**Power grid**

Pins as bars on the die edge. Tap cells in gray.
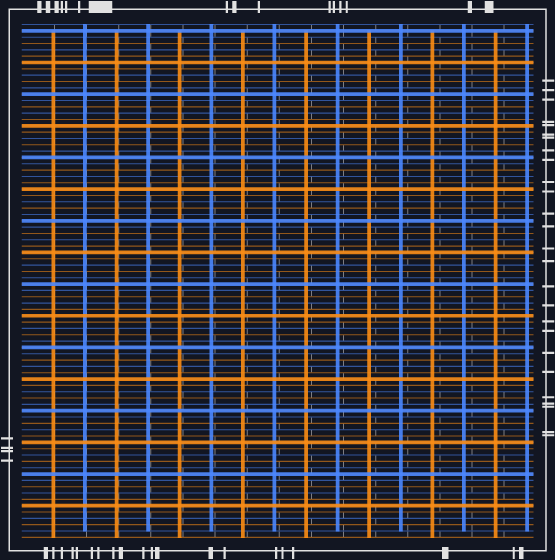
**Cells colored by class**

Bar = 50 um. Fill, decap, tap and diode cells in gray.
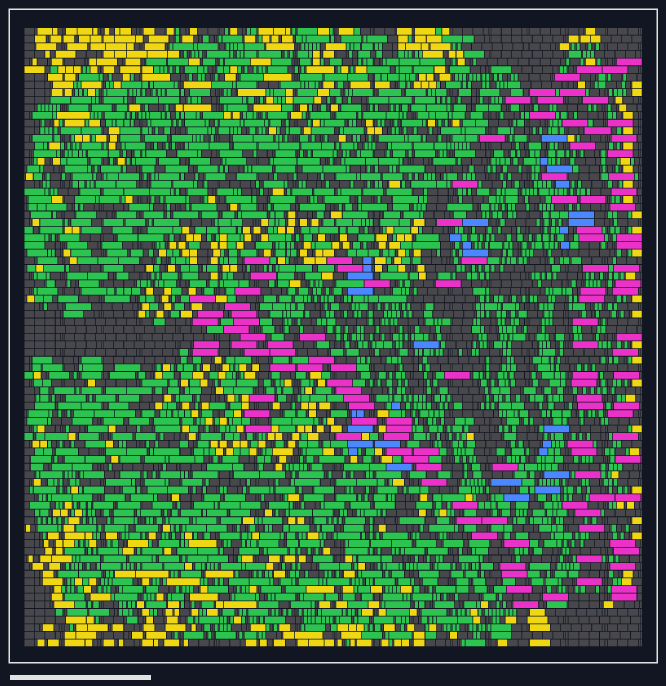
**Clock distribution**

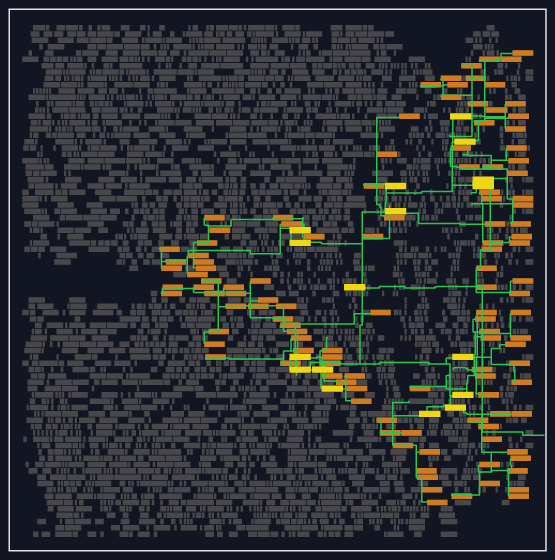
==> src/rtl/fixed_mac_pkg.sv <==
// fixed_mac_pkg: shared rounding-mode type and width/range helpers for the fixed-point MAC family
package fixed_mac_pkg;

    typedef enum logic {
        RND_TRUNC   = 1'b0,
        RND_HALF_UP = 1'b1
    } rnd_mode_e;

    function automatic int prod_w(input int wi1, input int wf1, input int wi2, input int wf2);
        return wi1 + wf1 + wi2 + wf2;
    endfunction

    function automatic int acc_w(input int pw, input int lanes, input int extra);
        return pw + $clog2(lanes) + extra;
    endfunction

    function automatic longint out_max(input int ow);
        return (longint'(1) << (ow - 1)) - 1;
    endfunction

    function automatic longint out_min(input int ow);
        return -(longint'(1) << (ow - 1));
    endfunction

endpackage

==> src/rtl/fixed_requant.sv <==
// fixed_requant: combinational requantiser from PF-fraction accumulator to signed WIO.WFO
//  acc     in  ACC_W    signed accumulator, PF fraction bits
//  of_sat  in  1        clamp to max on overflow (else wrap)
//  uf_sat  in  1        clamp to min on underflow (else wrap)
//  data    out WIO+WFO  requantised result
//  ovf/unf out 1        rounded value above max / below min
module fixed_requant
    import fixed_mac_pkg::*;
#(
    parameter int        ACC_W = 33,
    parameter int        PF    = 18,
    parameter int        WIO   = 7,
    parameter int        WFO   = 13,
    parameter rnd_mode_e RND   = RND_TRUNC
) (
    input  logic signed [ACC_W-1:0]   acc,
    input  logic                      of_sat,
    input  logic                      uf_sat,
    output logic        [WIO+WFO-1:0] data,
    output logic                      ovf,
    output logic                      unf
);
    localparam int OW  = WIO + WFO;
    localparam int UP  = WFO > PF ? WFO - PF : 0;
    localparam int DN  = PF > WFO ? PF - WFO : 0;
    localparam int RW0 = ACC_W + UP + 1;
    // One spare bit so the half-LSB add can never wrap before the range check
    localparam int RW  = RW0 > OW + 1 ? RW0 : OW + 1;
    localparam logic signed [RW-1:0] HALF =
        (RND == RND_HALF_UP && DN > 0) ? RW'(1) <<< (DN > 0 ? DN - 1 : 0) : '0;
    localparam logic signed [RW-1:0] MAXV = RW'(out_max(OW));
    localparam logic signed [RW-1:0] MINV = RW'(out_min(OW));

    logic signed [RW-1:0] scaled;

    // Arithmetic right shift gives floor, so round-half-up is add-half-then-floor
    assign scaled = ((RW'(acc) <<< UP) + HALF) >>> DN;
    assign ovf    = scaled > MAXV;
    assign unf    = scaled < MINV;
    assign data   = (ovf & of_sat) ? MAXV[OW-1:0] : (unf & uf_sat) ? MINV[OW-1:0] : scaled[OW-1:0];

endmodule

==> src/rtl/fixed_dot_mac.sv <==
// fixed_dot_mac: streaming multi-lane fixed-point dot-product accumulator with requantised output
//  clk, reset                 rising-edge clock, async active-low reset
//  A_data/A_valid/A_last/A_ready  LANES x Q(WI1.WF1) stream
//  B_data/B_valid/B_last/B_ready  LANES x Q(WI2.WF2) stream, joined with A
//  out_data/out_valid/out_ready   Q(WIO.WFO) frame result
//  OF_saturation, UF_saturation   clamp (1) or wrap (0) on overflow / underflow
//  overflow, underflow, last_err  result flags, valid with out_valid
module fixed_dot_mac
    import fixed_mac_pkg::*;
#(
    parameter int WI1   = 6,
    parameter int WF1   = 10,
    parameter int WI2   = 4,
    parameter int WF2   = 8,
    parameter int WIO   = 7,
    parameter int WFO   = 13,
    parameter int LANES = 2,
    parameter int Extra = 4,
    parameter int RND   = 0
) (
    input  logic                             clk,
    input  logic                             reset,
    input  logic [LANES*(WI1+WF1)-1:0]       A_data,
    input  logic                             A_valid,
    input  logic                             A_last,
    output logic                             A_ready,
    input  logic [LANES*(WI2+WF2)-1:0]       B_data,
    input  logic                             B_valid,
    input  logic                             B_last,
    output logic                             B_ready,
    output logic [WIO+WFO-1:0]               out_data,
    output logic                             out_valid,
    input  logic                             out_ready,
    input  logic                             OF_saturation,
    input  logic                             UF_saturation,
    output logic                             overflow,
    output logic                             underflow,
    output logic                             last_err
);
    localparam int AW    = WI1 + WF1;
    localparam int BW    = WI2 + WF2;
    localparam int PW    = prod_w(WI1, WF1, WI2, WF2);
    localparam int PF    = WF1 + WF2;
    localparam int ACC_W = acc_w(PW, LANES, Extra);
    localparam int OW    = WIO + WFO;

    logic                    s1_v_q, s1_v_d, s1_last_q, s1_last_d, s1_err_q, s1_err_d;
    logic [LANES*PW-1:0]     prod_q, prod_d;
    logic                    s2_last_q, s2_last_d, s2_err_q, s2_err_d, first_q, first_d;
    logic signed [ACC_W-1:0] acc_q, acc_d, sum;
    logic                    out_valid_q, out_valid_d, ovf_q, ovf_d, unf_q, unf_d, err_q, err_d;
    logic [OW-1:0]           out_data_q, out_data_d, rq_data;
    logic                    rq_ovf, rq_unf, rdy, fire, ld, clr;

    fixed_requant #(
        .ACC_W (ACC_W),
        .PF    (PF),
        .WIO   (WIO),
        .WFO   (WFO),
        .RND   (rnd_mode_e'(RND))
    ) u_requant (
        .acc    (acc_q),
        .of_sat (OF_saturation),
        .uf_sat (UF_saturation),
        .data   (rq_data),
        .ovf    (rq_ovf),
        .unf    (rq_unf)
    );

    always_comb begin
        // A closing beat anywhere in S1/S2 blocks intake, so frames never overlap in the accumulator
        rdy         = reset & ~(out_valid_q & ~out_ready) & ~s1_last_q & ~s2_last_q;
        fire        = A_valid & B_valid & rdy;
        ld          = s2_last_q & (~out_valid_q | out_ready);
        clr         = out_valid_q & out_ready;
        s1_v_d      = fire;
        s1_last_d   = fire & (A_last | B_last);
        s1_err_d    = fire & (A_last ^ B_last);
        prod_d      = '0;
        sum         = '0;
        for (int i = 0; i < LANES; i++) begin
            prod_d[i*PW +: PW] = PW'($signed(A_data[i*AW +: AW])) * PW'($signed(B_data[i*BW +: BW]));
            sum                = sum + ACC_W'($signed(prod_q[i*PW +: PW]));
        end
        acc_d       = s1_v_q ? (first_q ? '0 : acc_q) + sum : acc_q;
        first_d     = s1_v_q ? s1_last_q : first_q;
        // A closing beat waits in S2 while the previous result is still unaccepted
        s2_last_d   = s1_v_q ? s1_last_q : s2_last_q & ~ld;
        s2_err_d    = s1_v_q ? s1_err_q : s2_err_q;
        out_valid_d = ld | (out_valid_q & ~out_ready);
        out_data_d  = ld ? rq_data : clr ? '0 : out_data_q;
        ovf_d       = ld ? rq_ovf : ~clr & ovf_q;
        unf_d       = ld ? rq_unf : ~clr & unf_q;
        err_d       = ld ? s2_err_q : ~clr & err_q;
    end

    always_ff @(posedge clk or negedge reset) begin
        if (!reset) begin
            s1_v_q      <= 1'b0;
            s1_last_q   <= 1'b0;
            s1_err_q    <= 1'b0;
            prod_q      <= '0;
            s2_last_q   <= 1'b0;
            s2_err_q    <= 1'b0;
            first_q     <= 1'b1;
            acc_q       <= '0;
            out_valid_q <= 1'b0;
            out_data_q  <= '0;
            ovf_q       <= 1'b0;
            unf_q       <= 1'b0;
            err_q       <= 1'b0;
        end else begin
            s1_v_q      <= s1_v_d;
            s1_last_q   <= s1_last_d;
            s1_err_q    <= s1_err_d;
            prod_q      <= prod_d;
            s2_last_q   <= s2_last_d;
            s2_err_q    <= s2_err_d;
            first_q     <= first_d;
            acc_q       <= acc_d;
            out_valid_q <= out_valid_d;
            out_data_q  <= out_data_d;
            ovf_q       <= ovf_d;
            unf_q       <= unf_d;
            err_q       <= err_d;
        end
    end

    assign A_ready   = rdy & B_valid;
    assign B_ready   = rdy & A_valid;
    assign out_valid = out_valid_q;
    assign out_data  = out_data_q;
    assign overflow  = ovf_q;
    assign underflow = unf_q;
    assign last_err  = err_q;

endmodule

==> config.mk <==
export PLATFORM = sky130hd
export DESIGN_NAME = fixed_dot_mac
export DESIGN_NICKNAME = d
export VERILOG_FILES = /design/src/rtl/fixed_mac_pkg.sv /design/src/rtl/fixed_requant.sv /design/src/rtl/fixed_dot_mac.sv
export SDC_FILE = /design/constraint.sdc
export NUM_CORES = 1
export LEC_CHECK = 0
export ABC_AREA = 1
export CORE_AREA = 5 5 225 227
export DETAILED_ROUTE_END_ITERATION = 7
export DIE_AREA = 0 0 230 232
export PLACE_DENSITY_LB_ADDON = 0.08
export SETUP_SLACK_MARGIN = 0.05
export SYNTH_ARGS = -nofsm -noshare
export SYNTH_HDL_FRONTEND = slang
export SYNTH_SLANG_ARGS = --single-unit
==> constraint.sdc <==
create_clock -name clk -period 4.4 [get_ports clk]
set_clock_uncertainty 0.15 [all_clocks]
set_input_delay 0.88 -clock clk [delete_from_list [all_inputs] [get_ports clk]]
set_output_delay 0.88 -clock clk [all_outputs]
set_load 0.02 [all_outputs]
==> results.sh <==
# flow metrics
export IMPL_placed_area_um2=26400
export IMPL_critPathArrivalTime_ns=5.28
export IMPL_cts_sinks=119
export IMPL_ys_sh_mux_pct=0
export IMPL_setup_viol=39
export IMPL_antenna_found_initial=0
export IMPL_status="complete, but fails checks"
export IMPL_dr_total_vias=19380
export IMPL_drive_gt1_share_pct=31.14
export IMPL_wl_um=62500
export IMPL_dieArea_um2=53360
export IMPL_netlist_instances=2815
export IMPL_numCtsBuffers=17
export IMPL_endpoint_kind="flip-flop"
export IMPL_io_buffers=90
export IMPL_worstPathRequired_ns=4.59
export IMPL_reg2reg_to="acc_q[28]$_DFFE_PN0P_"
export IMPL_rsz0062_at_grt="yes"
export IMPL_floorplan_core_util_pct=45.40
export IMPL_timing_final_ws_setup_ns=-0.6862
export IMPL_violations="negative setup slack"
export IMPL_r2r_slack_ns=0.32
export IMPL_critPathSlowestCell="fa_1"
-- 'power grid' (at the start) --
| net | color |
|---|---|
| VDD | blue |
| VSS | orange |
met5 straps: 16
met1 rails: 82
signal pins: 91
rows: 81

-- 'cells colored by class' (at the start) --
| class | color | cells | share of their area |
|---|---|---|---|
| clock drivers and dummy loads | blue | 32 | 2.0% |
| combinational and other logic | green | 2600 | 70% |
| remaining buffers and delay cells | yellow | 499 | 18% |
| sequential cells | magenta | 119 | 10% |
placement row count: 81
post-layout instance area: 30250 um^2
Util after Layout: 62.43%
Core ar.: 48440 um^2

-- 'clock distribution' (at the start) --
[flip-flops] orange | count: 119
[clock wires] green | length: 2050 um
[clock drivers] yellow | count: 17
routed clock nets: 18
worst skew pair latency: 0.42 ns

-- worst reg2reg max path, stage by stage (launching register included) --
cell      delay, ns
dfrtp_1        0.46
ha_1           0.38
a21oi_1        0.21
nor2_1         0.06
nor2_1         0.12
nand2_2        0.12
nand3_1        0.08
nand2_1        0.11
nand2_1        0.08
nand2_1        0.08
a21oi_2        0.16
inv_1          0.05
nand2_1        0.05
nand2_1        0.08
ha_1           0.37
a21oi_1        0.16
inv_1          0.07
a21oi_1        0.27
a21boi_2       0.31
nor2_1         0.07
nor3_1         0.24
nand3b_1       0.13
nand3_1        0.10
nand2_1        0.06
-- registers in the layout, summed over array words and instances (netlist names) --
register   flops
overflow       1
prod_q        56
underflow      1
s1_v_q         1
first_q        1
s2_err_q       1
out_data      20
s1_last_q      1
s1_err_q       1
s2_last_q      1
acc_q         33
last_err       1
out_valid      1
-- layout by cell type (no fill, tap or decap), drive strengths merged, types with 5 or more instances in the layout --
cell and instances:
a31oi 7, dfrtp 118, nor3 9, a21oi 119
o21bai 7, clkbuf 20, nand3 80, buf 457
inv 723, fa 358, or2 13, ha 179
nand4 17, xnor2 47, nand2 651, clkinvlp 5
clkinv 5, nor4 8, xor2 50, nor2 162
o21ai 128, clkdlybuf4s50 33, a21o 18
-- timing repair --
| action | CTS | global route |
|---|---|---|
| endpoints found under the setup margin | 44 | 43 |
| setup buffers | 118 | 29 |
| cloned | 23 | 0 |
| pin swaps | 261 | 226 |
| resized | 559 | 234 |
-- per-stage QoR --
step	util, %	cells	hold WS (ns)	setup TNS, ns	worst slack [ns]
detailed placement	54.49	3683	0.2884	-56.54	-1.586
CTS	60.82	3853	0.3036	-18.81	-0.6742
global placement	54.49	3683	0.2904	-55.02	-1.525
finish	62.43	3872	0.2995	-18.23	-0.6862
floorplan	-	2815	0.2753	-20.44	-0.8090
global route	62.43	3872	0.3252	-23.28	-0.8333
-- worst min-delay path by stage --
| stage | start | endpoint |
|---|---|---|
| after CTS | s1_err_q$_DFF_PN0_ | s2_err_q$_DFFE_PN0P_ |
| after detailed placement | s1_err_q$_DFF_PN0_ | s2_err_q$_DFFE_PN0P_ |
| after floorplan | s1_err_q$_DFF_PN0_ | s2_err_q$_DFFE_PN0P_ |
| final | s1_err_q$_DFF_PN0_ | s2_err_q$_DFFE_PN0P_ |
| after global routing | s1_err_q$_DFF_PN0_ | s2_err_q$_DFFE_PN0P_ |
| after global placement | s1_err_q$_DFF_PN0_ | s2_err_q$_DFFE_PN0P_ |
-- area by class of cell --
class	instances	area, um^2
fillers	4220	18200
multi-input cells	1880	18010
repair buffers	499	5176
flip-flops and latches	119	2979
inverters	719	2711
well taps	622	778.2
clock buffers	18	439.2
clock inverters	14	140.1
repair inverters	1	7.507
-- kinds of logic (layout without fill, tap and decap cells) --
kind of cell	Yosys count	count (layout)
simple gates	946	946
buf+inv	816	1251
fa+ha+maj	537	537
compound gates	300	300
flops	119	119
xor+xnor	97	97
-- routing by layer --
metal / track usage (%) / up-vias / share of wire (%)
met3: 2.164 / 81 / 3.6
met4: 5.660 / 0 / 2.5
li1: - / 9224 / -
met1: 31.51 / 9686 / 43
met5: 0 / - / 0
met2: 43.00 / 393 / 51
